[config.mk]
export PLATFORM = sky130hd
export DESIGN_NAME = pipe_stage_skid
export DESIGN_NICKNAME = d
export VERILOG_FILES = /design/src/rtl/pipe_stage_skid.sv
export SDC_FILE = /design/constraint.sdc
export NUM_CORES = 1
export LEC_CHECK = 0
export ABC_AREA = 1
export ABC_CLOCK_PERIOD_IN_PS = 2000
export CORE_MARGIN = 5
export CORE_UTILIZATION = 30
export CTS_CLUSTER_SIZE = 14
export DETAILED_ROUTE_END_ITERATION = 12
export PLACE_DENSITY_LB_ADDON = 0.2
export SLEW_MARGIN = 20
export SYNTH_ARGS = -nofsm -noshare
export SYNTH_HDL_FRONTEND = slang
export SYNTH_SLANG_ARGS = --single-unit
[constraint.sdc]
create_clock -name clk -period 2 [get_ports clk]
set_input_delay 0.2 -clock clk [delete_from_list [all_inputs] [get_ports clk]]
set_output_delay 0.2 -clock clk [all_outputs]
set_load 0.005 [all_outputs]
[src/rtl/pipe_stage_skid.sv]
// Pipeline stage register with valid/ready handshake, synchronous flush and a saturating stall counter.
// Define PIPE_SKID_EN to add the skid entry; that makes in_ready come straight from a flop.
module pipe_stage_skid #(
    parameter int WIDTH = 32,
    parameter int CNT_W = 16
) (
    input  logic             clk,
    input  logic             rst,
    input  logic             flush,
    input  logic             in_valid,
    output logic             in_ready,
    input  logic [WIDTH-1:0] in_data,
    output logic             out_valid,
    input  logic             out_ready,
    output logic [WIDTH-1:0] out_data,
    output logic [CNT_W-1:0] stall_cnt
);

    logic             main_valid_q, main_valid_d;
    logic [WIDTH-1:0] main_data_q,  main_data_d;
    logic [CNT_W-1:0] stall_cnt_q,  stall_cnt_d;
    logic             in_fire;
    logic             out_fire;

    assign out_valid = main_valid_q;
    assign out_data  = main_data_q;
    assign stall_cnt = stall_cnt_q;
    assign in_fire   = in_valid & in_ready;
    assign out_fire  = main_valid_q & out_ready;

`ifdef PIPE_SKID_EN

    typedef enum logic [1:0] {
        OCC_EMPTY = 2'd0,
        OCC_ONE   = 2'd1,
        OCC_FULL  = 2'd2
    } occ_e;

    occ_e             occ;
    logic             skid_valid_q, skid_valid_d;
    logic [WIDTH-1:0] skid_data_q,  skid_data_d;

    // in_ready is a flop output, so out_ready never reaches upstream combinationally.
    assign in_ready = !skid_valid_q;

    always_comb begin
        // NOTE: every variable gets a default first so no path leaves it unassigned (no latch).
        occ          = skid_valid_q ? OCC_FULL : (main_valid_q ? OCC_ONE : OCC_EMPTY);
        main_valid_d = main_valid_q;
        main_data_d  = main_data_q;
        skid_valid_d = skid_valid_q;
        skid_data_d  = skid_data_q;

        if (flush) begin
            main_valid_d = 1'b0;
            skid_valid_d = 1'b0;
        end else begin
            case (occ)
                OCC_EMPTY: begin
                    if (in_fire) begin
                        main_valid_d = 1'b1;
                        main_data_d  = in_data;
                    end
                end
                OCC_ONE: begin
                    if (in_fire && out_fire) begin
                        main_data_d = in_data;
                    end else if (in_fire) begin
                        skid_valid_d = 1'b1;
                        skid_data_d  = in_data;
                    end else if (out_fire) begin
                        main_valid_d = 1'b0;
                    end
                end
                OCC_FULL: begin
                    if (out_fire) begin
                        main_data_d  = skid_data_q;
                        skid_valid_d = 1'b0;
                    end
                end
                default: begin
                    main_valid_d = 1'b0;
                    skid_valid_d = 1'b0;
                end
            endcase
        end
    end

    always_ff @(posedge clk or posedge rst) begin
        if (rst) begin
            skid_valid_q <= 1'b0;
            skid_data_q  <= '0;
        end else begin
            skid_valid_q <= skid_valid_d;
            skid_data_q  <= skid_data_d;
        end
    end

`else

    // Single entry: a full stage accepts only when it drains in the same cycle.
    assign in_ready = !main_valid_q | out_ready;

    always_comb begin
        main_valid_d = main_valid_q;
        main_data_d  = main_data_q;

        if (flush) begin
            main_valid_d = 1'b0;
        end else if (in_fire) begin
            main_valid_d = 1'b1;
            main_data_d  = in_data;
        end else if (out_fire) begin
            main_valid_d = 1'b0;
        end
    end

`endif

    always_comb begin
        stall_cnt_d = stall_cnt_q;
        if (main_valid_q && !out_ready && (stall_cnt_q != {CNT_W{1'b1}})) begin
            stall_cnt_d = stall_cnt_q + CNT_W'(1);
        end
    end

    always_ff @(posedge clk or posedge rst) begin
        if (rst) begin
            // NOTE: payload registers are reset too, because downstream may see out_data while invalid.
            main_valid_q <= 1'b0;
            main_data_q  <= '0;
            stall_cnt_q  <= '0;
        end else begin
            // NOTE: non-blocking assignments so every flop samples pre-edge values.
            main_valid_q <= main_valid_d;
            main_data_q  <= main_data_d;
            stall_cnt_q  <= stall_cnt_d;
        end
    end

endmodule

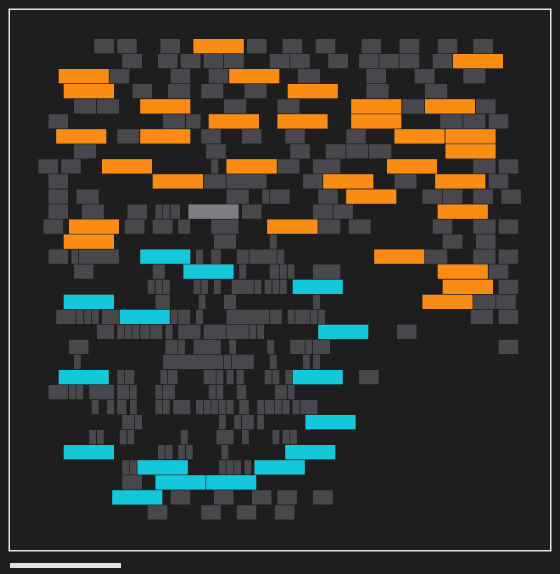
Fig. 1. Sequential cells grouped by signal name.
The bar under the picture is 20 microns long.
Orange stands for out_data, placed flops 32. Cyan stands for stall_cnt, placed flops 16.

==> results.toml <==
# generated from flow reports
[run_status]
status = "complete, no violations"

[setup_path]
path_delay_family = "buffers and inverters"
crit_path_start_kind = "flop"
critical_path_depth = 2
ff2ff_path_depth = 7
critPathMaxFanout = 7
r2r_slack_ps = 420
crit_path_end_kind = "output pin"
criticalPathCategory = "reg2out"
max_stage_delay_ps = 540
cp-endpoint = "in_ready"
startpoint = "out_valid$_DFFE_PP0P_"
slowest_stage = "clkdlybuf4s50_1"

[routing]
drt_wl_total_microns = 5330
via_per_inst = 4.32
drcViolationCount = 0
ant_nets = 0
wl_per_cell_microns = 12.7
dr.pass1.iters = 5

[power_and_ir_drop]
power_frac_comb = 0.241
p_clk_frac = 0.277
power.share.switching = 0.254
p_switching_w = 0.000652
leakage_nw = 1.45
cellPowerDensity_nw_per_um2 = 752
pwr-share-seq = 0.482
power.internal_w = 0.00192
peakVddDrop_v = 0.000369

[clock_tree]
root_buffer = "clkbuf_8"
cts_tree = "built"
clockBufferDepth = 2
cts_hold_buf = 0
path_clk_slew_ps = 100
clk_latency_ps = 300
cts_setup_buffers = 0

[floorplanning]
pin_count = 87
row_count = 32
core_util_floorplan = 0.303
fp.coreArea_sq_um = 7610
die_height_microns = 97.7
tap_cells = 102
die_w_microns = 97.7

[yosys]
edf_count = 0
top_area_cell = "dfrtp_1"
syn_area_per_cell_sq_um = 10.3
synth-simple-area-share = 0.244
syn-num-nets = 261
yosys_cells = 223
synth_cell_types = 21
ys.flop_type = "dfrtp_1"
yosys_warnings = 0
synth.logic.top_family = "simple AND/OR/NAND/NOR gates"
common_cells = "nand2_1, dfrtp_1, mux2_1"
top_cell = "nand2_1"
adder_share = 0.00543
yosys_area_sq_um = 2300

[cells_and_area]
final_cell_mix = "clkdlybuf4s50_1, nand2_1, dfrtp_1, mux2_1, nor2_1"
regArea_sq_um = 1230
nonClkBufAreaFrac = 0.266
signal_buffers = 89
clkCellAreaFrac = 0.0326
layout_top_cell = "clkdlybuf4s50_1"
seq_share = 0.359
inverters = 15
stdcell_area_sq_um = 3420
num_antenna_cells = 0
nets = 354
final_layout_size_suffix_gt1_frac = 0.101
stdcell_count = 419

[global_routing]
grt_pass1_wl_microns = 9300
grt_pass1_vias = 1906
overflow = 0
grt_max_degree = 34

[worst_hold_path]
hold_path_class = "in2async"

[run]
cap_violations = 0

[sta]
tns_ps = 0
fin_skew_ps = 12.5
finalCriticalPeriod_ps = 1580
slew_headroom = 0.736
setup_viol = 0
fmax_mhz = 632
rsz0062_at_grt = "no"
final_hold_viol_count = 0
final_max_slew_viol_count = 0
fin_ws_ps = 418

[place]
io_buffers = 86
post-dp-hpwl_microns = 4150
post-place-ws_ps = 304
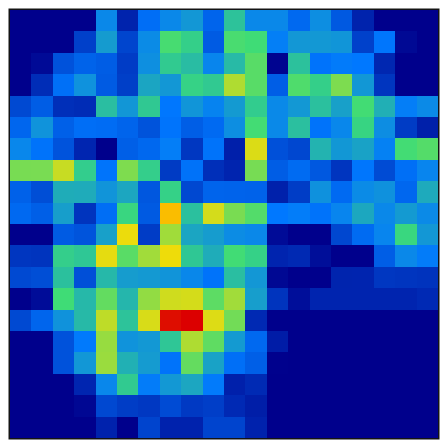
Fig. 2. Wire density map.
20 x 20 tiles, from dark blue (low) to red (high), scaled to the fullest tile. Values are wire area over tile area, all layers added.
The fullest tile reaches 0.38. 23% of the tiles are nearly empty. 12% of the tiles are over half the peak. The emptiest ninth of the die: bottom right. The mean over all tiles is 0.088.

==> routing by layer <==
metal / up-vias / GRT usage / share of wire / wire length (microns)
li1: 908 / - / - / -
met1: 851 / 0.149 / 0.44 / 2360
met2: 46 / 0.198 / 0.49 / 2610
met3: 7 / 0.0302 / 0.054 / 289
met4: 0 / 0.0383 / 0.014 / 73
met5: - / 0 / 0 / 0
==> registers in the layout (all words and copies together) (netlist names) <==
register / cells
out_data: 32
stall_cnt: 16
out_valid: 1
==> power groups by stage <==
stage / clock (W) / sequential, W / combinational (W)
final: 0.000712 / 0.00124 / 0.000619
after global routing: 0.000778 / 0.00126 / 0.000683
after CTS: 0.000741 / 0.00124 / 0.000636
after detailed placement: 0 / 0.00126 / 0.000632
after global placement: 0 / 0.00126 / 0.000621
after floorplan: 0 / 0.00126 / 0.000203
Power is estimated from default activity; no workload was simulated.
